run_1/util_map.png
(3 px per um) The die is cut into 11 by 11 equal tiles; white is low, dark blue is high, 0 to 100% covered.
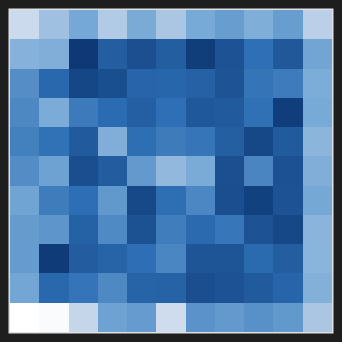
run_1/ff_map.png
(4 px per um) Other sequential cells in the stronger gray, the rest of the logic in the fainter gray.
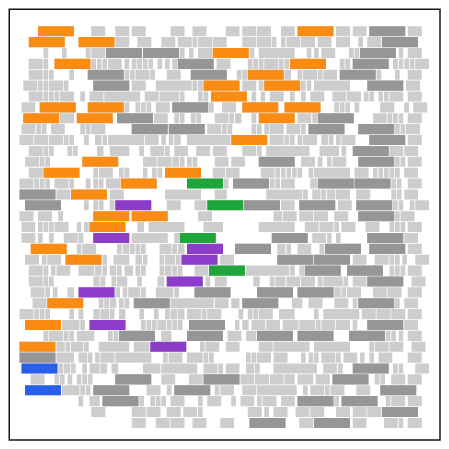
run_1/layers.png
(4 px per um)
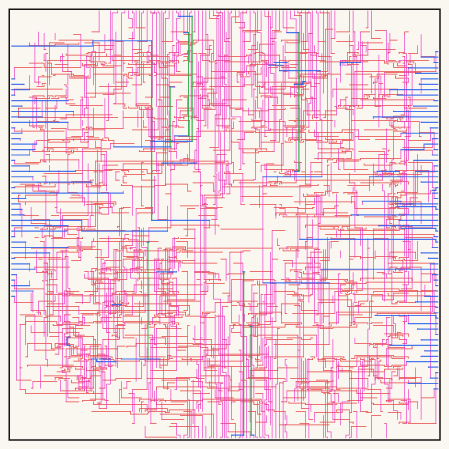
--- src/rtl/reg_to_obi_master.sv ---
`default_nettype none
// ============================================================================
// Module      : reg_to_obi_master
// Description : Register-bus to OBI master bridge; one outstanding transaction,
//               optional timeout abort and a sticky stray-response flag.
// Revision    : 1.0 - initial release
// ============================================================================
module reg_to_obi_master #(
    parameter int ADDR_WIDTH     = 32,
    parameter int DATA_WIDTH     = 32,
    parameter int TIMEOUT_CYCLES = 255
) (
    input  logic                    clk_i,
    input  logic                    rst_i,
    input  logic                    reg_valid_i,
    input  logic                    reg_write_i,
    input  logic [ADDR_WIDTH-1:0]   reg_addr_i,
    input  logic [DATA_WIDTH-1:0]   reg_wdata_i,
    input  logic [DATA_WIDTH/8-1:0] reg_wstrb_i,
    output logic                    reg_ready_o,
    output logic [DATA_WIDTH-1:0]   reg_rdata_o,
    output logic                    reg_error_o,
    output logic                    obi_req_o,
    output logic                    obi_we_o,
    output logic [ADDR_WIDTH-1:0]   obi_addr_o,
    output logic [DATA_WIDTH/8-1:0] obi_be_o,
    output logic [DATA_WIDTH-1:0]   obi_wdata_o,
    input  logic                    obi_gnt_i,
    input  logic                    obi_rvalid_i,
    input  logic [DATA_WIDTH-1:0]   obi_rdata_i,
    output logic                    stray_rvalid_o
);

    localparam int C_BE_W  = DATA_WIDTH / 8;
    localparam int C_CNT_W = (TIMEOUT_CYCLES > 0) ? $clog2(TIMEOUT_CYCLES + 1) : 1;
    localparam logic [C_CNT_W-1:0] C_CNT_LAST =
        (TIMEOUT_CYCLES > 0) ? C_CNT_W'(TIMEOUT_CYCLES - 1) : '0;
    localparam logic [C_CNT_W-1:0] C_CNT_MAX = '1;

    typedef enum logic [1:0] {
        S_IDLE   = 2'd0,
        S_REQ    = 2'd1,
        S_WAIT_R = 2'd2,
        S_RESP   = 2'd3
    } state_e;

    state_e                  state_q, state_d;
    logic                    req_q, req_d;
    logic                    we_q, we_d;
    logic [ADDR_WIDTH-1:0]   addr_q, addr_d;
    logic [C_BE_W-1:0]       be_q, be_d;
    logic [DATA_WIDTH-1:0]   wdata_q, wdata_d;
    logic                    ready_q, ready_d;
    logic [DATA_WIDTH-1:0]   rdata_q, rdata_d;
    logic                    error_q, error_d;
    logic                    stray_q, stray_d;
    logic [C_CNT_W-1:0]      cnt_q, cnt_d;

    logic [C_CNT_W-1:0]      w_cnt_inc;
    logic                    w_timeout;

    assign w_cnt_inc = (cnt_q == C_CNT_MAX) ? cnt_q : cnt_q + 1'b1;
    // Fires on the cycle whose increment would reach TIMEOUT_CYCLES, so the
    // request is live for exactly TIMEOUT_CYCLES cycles before the abort.
    assign w_timeout = (TIMEOUT_CYCLES != 0) && (cnt_q >= C_CNT_LAST);

    always_comb begin
        state_d = state_q;
        req_d   = req_q;
        we_d    = we_q;
        addr_d  = addr_q;
        be_d    = be_q;
        wdata_d = wdata_q;
        ready_d = 1'b0;
        rdata_d = rdata_q;
        error_d = error_q;
        cnt_d   = cnt_q;
        // Only WAIT_R owns a response; rvalid anywhere else is unsolicited.
        stray_d = stray_q | (obi_rvalid_i & (state_q != S_WAIT_R));

        case (state_q)
            S_IDLE: begin
                if (reg_valid_i) begin
                    state_d = S_REQ;
                    req_d   = 1'b1;
                    we_d    = reg_write_i;
                    addr_d  = reg_addr_i;
                    wdata_d = reg_wdata_i;
                    be_d    = reg_write_i ? reg_wstrb_i : {C_BE_W{1'b1}};
                    cnt_d   = '0;
                end
            end
            S_REQ: begin
                cnt_d = w_cnt_inc;
                if (obi_gnt_i) begin
                    state_d = S_WAIT_R;
                    req_d   = 1'b0;
                end else if (w_timeout) begin
                    state_d = S_RESP;
                    req_d   = 1'b0;
                    ready_d = 1'b1;
                    error_d = 1'b1;
                    rdata_d = '0;
                end
            end
            S_WAIT_R: begin
                cnt_d = w_cnt_inc;
                if (obi_rvalid_i) begin
                    state_d = S_RESP;
                    ready_d = 1'b1;
                    error_d = 1'b0;
                    rdata_d = we_q ? '0 : obi_rdata_i;
                end else if (w_timeout) begin
                    state_d = S_RESP;
                    ready_d = 1'b1;
                    error_d = 1'b1;
                    rdata_d = '0;
                end
            end
            S_RESP: begin
                state_d = S_IDLE;
            end
            default: begin
                state_d = S_IDLE;
            end
        endcase
    end

    always_ff @(posedge clk_i or posedge rst_i) begin
        if (rst_i) begin
            state_q <= S_IDLE;
            req_q   <= 1'b0;
            we_q    <= 1'b0;
            addr_q  <= '0;
            be_q    <= '0;
            wdata_q <= '0;
            ready_q <= 1'b0;
            rdata_q <= '0;
            error_q <= 1'b0;
            stray_q <= 1'b0;
            cnt_q   <= '0;
        end else begin
            state_q <= state_d;
            req_q   <= req_d;
            we_q    <= we_d;
            addr_q  <= addr_d;
            be_q    <= be_d;
            wdata_q <= wdata_d;
            ready_q <= ready_d;
            rdata_q <= rdata_d;
            error_q <= error_d;
            stray_q <= stray_d;
            cnt_q   <= cnt_d;
        end
    end

    assign reg_ready_o    = ready_q;
    assign reg_rdata_o    = rdata_q;
    assign reg_error_o    = error_q;
    assign obi_req_o      = req_q;
    assign obi_we_o       = we_q;
    assign obi_addr_o     = addr_q;
    assign obi_be_o       = be_q;
    assign obi_wdata_o    = wdata_q;
    assign stray_rvalid_o = stray_q;

endmodule
`default_nettype wire

--- config.mk ---
export PLATFORM = sky130hd
export DESIGN_NAME = reg_to_obi_master
export DESIGN_NICKNAME = d
export VERILOG_FILES = /design/src/rtl/reg_to_obi_master.sv
export SDC_FILE = /design/constraint.sdc
export NUM_CORES = 1
export LEC_CHECK = 0
export ABC_AREA = 1
export CORE_MARGIN = 2
export CORE_UTILIZATION = 46
export CTS_CLUSTER_SIZE = 10
export DETAILED_ROUTE_END_ITERATION = 8
export GPL_TIMING_DRIVEN = 0
export PLACE_DENSITY_LB_ADDON = 0.08
export SYNTH_ARGS = -nofsm -noshare
export SYNTH_HDL_FRONTEND = slang
export SYNTH_SLANG_ARGS = --single-unit
--- constraint.sdc ---
create_clock -name clk_i -period 7.7 [get_ports clk_i]
set_input_delay 1.155 -clock clk_i [delete_from_list [all_inputs] [get_ports clk_i]]
set_output_delay 1.155 -clock clk_i [all_outputs]
set_load 0.01 [all_outputs]
==> impl_metrics.tcl, run 1 <==
# yosys + openroad results
set metrics [dict create \
    drcViolationCount 0 \
    grt_pass1_vias 4509 \
    muxShareOfSynthArea_pct 0 \
    final_cell_mix "nand2_1, clkdlybuf4s50_1, dfrtp_1" \
    rr_startpoint "state_q[1]$_DFFE_PP0P_" \
    comb_area_mm2 0.00181 \
    warnings 30 \
    xor_share_pct 0.357 \
    ys_sh_adder_pct 1.53 \
    die_w_um 107 \
    required_ns 6.55 \
    cp-startpoint "obi_we_o$_DFFE_PP0P_" \
    finalSetupTns_ns 0 \
    ctsHoldBuffers 0 \
    hp-start "stray_rvalid_o$_DFF_PP0_" \
    arrival_ns 1.45 \
    combPwrFrac_pct 39.9 \
    hold_path_class "flip-flop to flip-flop" \
    dpl_worst_slack_ns 4.99 \
    largest_class "flip-flops and latches" \
    p_comb_mw 1.25 \
    nNonClkBuffers 235 \
    synth_top_area_share_pct 58.6 \
    stdcell_count 916 \
    r2r_slack_ns 5.91 \
    synth_warnings 0 \
    critPathMaxFanout 3 \
    antenna_found_initial 0 \
    setup_slack_ns 5.09 \
    fillers 735 \
    flop_cell "dfrtp_1" \
    cp.depth 1 \
    use_met3_pct 6.66 \
    drive_above_1_share_pct 12.1 \
    leakagePower_nw 3.83 \
    inv_count 16 \
    gr-total-overflow 0 \
    compound_area_share_pct 2.24 \
    seqPwrFrac_pct 32.9 \
    setup_viol 0 \
    topCellsByArea "dfrtp_1, nand2_1, nand3_2" \
    ys_ff 115 \
    clock_area_share_pct 8.25 \
    endpoint "obi_we_o" \
    async_reset_ff_share_pct 100 \
    yosys-stat-cells 538 \
    rsz0062_at_grt "false" \
    synth_area_mm2 0.00491 \
    cts.sinks 115 \
    p_total_mw 3.13 \
    sh_seq_area_pct 36.6 \
    hold_viol 0 \
    dp_cells 885 \
    comb_area_share_pct 23.0 \
    cts.reportedPaths.clkPinSlew_ns 0.06 \
    min_path_cells 1 \
    cts_resized 0 \
    place_area_mm2 0.00721 \
    path_delay_family "buffers and inverters" \
    port_buffers 210 \
    holdPathEnd "stray_rvalid_o$_DFF_PP0_" \
    simple_gate_share_pct 32.7 \
    nWellTaps 136 \
    pwr_density_cell_mw_per_mm2 398 \
    p_sw_mw 1.01 \
    top_cell "nand2_1" \
    cap_violations 0 \
    logic_gates 383 \
    power_frac_clock_pct 27.2 \
    crit_chain "clkdlybuf4s50_1" \
    synth_area_leader_cell "dfrtp_1" \
    dr.pass1.iters 4 \
    n_clock_buffer 22 \
    top_cells_by_count "nand2_1, dfrtp_1, nand3_2, inv_1, nand3_1" \
    clock_path_buffers 2 \
    postSynthSeqShare_pct 58.6 \
    grt_max_degree 61 \
    status "finished, final reports clean" \
    flop-count 115 \
    final_area_mm2 0.00786 \
    final_net_count 880 \
    root_buffer "clkbuf_8" \
    drv_slew 0 \
]
## Picture notes: util_map.png
tiles over 75% full: 43%
fullest tile: 96%
nearly empty tiles: 0.80%
mean over tiles: 67%

## Picture notes: ff_map.png
legend:
  blue:
    netlist_name: `state_q`
    flops: 2
  orange:
    netlist_name: `obi_addr_o`
    flops: 32
  green:
    netlist_name: `obi_be_o`
    flops: 4
    where: center
  purple:
    netlist_name: `cnt_q`
    flops: 8
not colored: 69
Seq. cell area: 0.00288 mm^2
fin util: 76.1%

## Picture notes: layers.png
legend:
  blue:
    layer: M3
    wire_length: 880 um
  green:
    layer: M4
    wire_length: 249 um
  red:
    layer: M1
    wire_length: 5570 um
  magenta:
    layer: M2
    wire_length: 7030 um
GRT Util Overall: 24.8%
Post-Route WL: 13700 um
drt wl/cell: 15.0 um
Vias: 4454

## run 1: flip-flops by register name (all words and copies together) (netlist names)
name and cells:
obi_addr_o 32, obi_wdata_o 32, reg_rdata_o 32, cnt_q 8, obi_be_o 4, state_q 2, obi_req_o 1, obi_we_o 1
reg_error_o 1, reg_ready_o 1, stray_rvalid_o 1
## run 1: worst register-to-register path, cell delays in order, from the launching register on
cell and delay (ns):
dfrtp_1 0.39, inv_1 0.10, ha_1 0.24, nand2_2 0.13, nand3_2 0.22, nor2_2 0.28
buf_4 0.22, nand2_1 0.09, nand2_2 0.07
## run 1: metal layers
layer	wire, um	vias up
met5	0	-
met1	5570	2146
li1	-	2140
met4	248	0
met2	7030	152
met3	880	16
==> run 2, diff against run 1 <==
- CORE_UTILIZATION: 46 -> 43
- clock period: 7.7 -> 2.67 ns (I/O delays scaled with it)
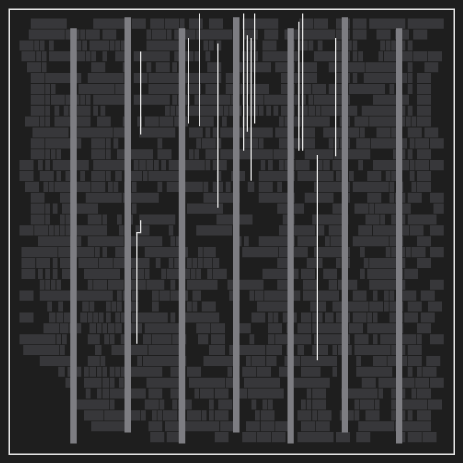
run_2/m4.png
(4 px per um) Supply wires on this layer in gray.
wire length on this layer: 408 um
main direction: vertical
longest straight run: 51.0 um
share of all routed wire: 3.0%
Vias: 4461
Post-Route WL: 13500 um

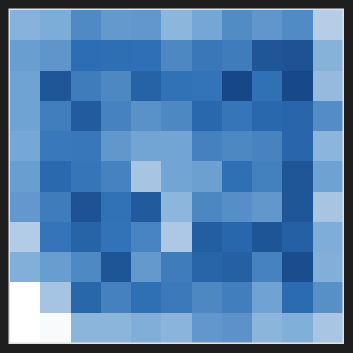
run_2/util_map.png
(3 px per um) The die is cut into 11 by 11 equal tiles; white is low, dark blue is high, 0 to 100% covered.
tiles over 75% full: 23%
nearly empty tiles: 1.7%
mean over tiles: 62%
fullest tile: 91%
emptiest ninth of the die: lower left

==> impl_metrics.tcl, run 2 <==
# yosys + openroad results
set metrics [dict create \
    comb_area_mm2 0.00181 \
    status "finished, final reports clean" \
    drt_iter0_drc 207 \
    antenna_found_initial 0 \
    final_cell_mix "nand2_1, clkdlybuf4s50_1, dfrtp_1" \
    ctsHoldBuffers 0 \
    leakagePower_nw 3.81 \
    topCellsByArea "dfrtp_1, nand2_1, nand3_2" \
    final_area_mm2 0.00782 \
    nNonClkBuffers 237 \
    p_int_mw 5.80 \
    cts.sinks 115 \
    p_total_mw 8.66 \
    port_buffers 210 \
    hold_viol 0 \
    n_clock_buffer 29 \
    seqPwrFrac_pct 34.3 \
    reg2reg_depth 7 \
    arrival_ns 2.14 \
    peakVddDrop_v 0.000552 \
    flop-count 115 \
    drcViolationCount 0 \
    combPwrFrac_pct 41.4 \
    gr-total-overflow 0 \
    utilization_pct 69.4 \
    synth_top_area_share_pct 58.6 \
    drv_slew 0 \
    p_comb_mw 3.59 \
    comb_area_share_pct 23.1 \
    r2r_slack_ns 0.87 \
    synth_area_mm2 0.00491 \
    grt_max_degree 37 \
    drive_above_1_share_pct 12.0 \
    cts_resized 0 \
    async_reset_ff_share_pct 100 \
    postSynthSeqShare_pct 58.6 \
    pwr_density_cell_mw_per_mm2 1110 \
    clock_area_share_pct 7.23 \
    die_w_um 111 \
    register_area_mm2 0.00288 \
    grt_use_total_pct 23.0 \
    power_frac_clock_pct 24.3 \
    setup_slack_ns 0.873 \
    root_buffer "clkbuf_16" \
    critPathMaxFanout 10 \
    yosys-stat-cells 538 \
    required_ns 3.01 \
    synth_area_leader_cell "dfrtp_1" \
    logic_gates 383 \
    setup_viol 0 \
    largest_class "flip-flops and latches" \
    clock_path_buffers 2 \
    dpl_worst_slack_ns 0.750 \
    rr_startpoint "state_q[1]$_DFFE_PP0P_" \
    tightest_slew_ns 0.684 \
    flop_cell "dfrtp_1" \
    cp-startpoint "state_q[1]$_DFFE_PP0P_" \
    cap_violations 0 \
    warnings 30 \
    sh_seq_area_pct 36.8 \
    ys_ff 115 \
    nWellTaps 143 \
    dp_cells 894 \
    cp.depth 7 \
    grt_pass1_vias 4475 \
    final_net_count 882 \
    p_sw_mw 2.87 \
    path_delay_family "buffers and inverters" \
    crit_chain "inv_1, ha_1, nand2_1, buf_2, clkbuf_1, nand2_1, nand2_1" \
    avgRoutedWirePerCell_um 14.6 \
    finalSetupTns_ns 0 \
    ys_chip_area_mm2 0.00491 \
    synth_warnings 0 \
    inv_count 16 \
    endpoint "obi_addr_o[11]$_DFFE_PP0P_" \
    top_cell "nand2_1" \
    dr.pass1.iters 5 \
    top_cells_by_count "nand2_1, dfrtp_1, nand3_2, inv_1, nand3_1" \
    hold_path_class "primary input to async pin" \
]
## run 2: per-layer routing
| layer | track usage (%) | share of wire (%) | wire length (um) |
|---|---|---|---|
| met1 | 28.0 | 42 | 5720 |
| met2 | 36.9 | 47 | 6360 |
| met3 | 7.60 | 7.4 | 1000 |
| met4 | 10.8 | 3.0 | 408 |
| met5 | 0 | 0 | 0 |
## run 2: kinds of logic (layout without fill, tap and decap cells)
| kind of cell | after synthesis | in the layout | synth area share [%] |
|---|---|---|---|
| DFF | 115 | 115 | 58.6 |
| and+or+nand+nor | 358 | 358 | 32.7 |
| AOI/OAI and AO/OA | 17 | 17 | 2.24 |
| xor gates and xnor gates | 2 | 2 | 0.357 |
| buffers and inverters | 40 | 285 | 4.54 |
| adders and majority gates | 6 | 6 | 1.53 |
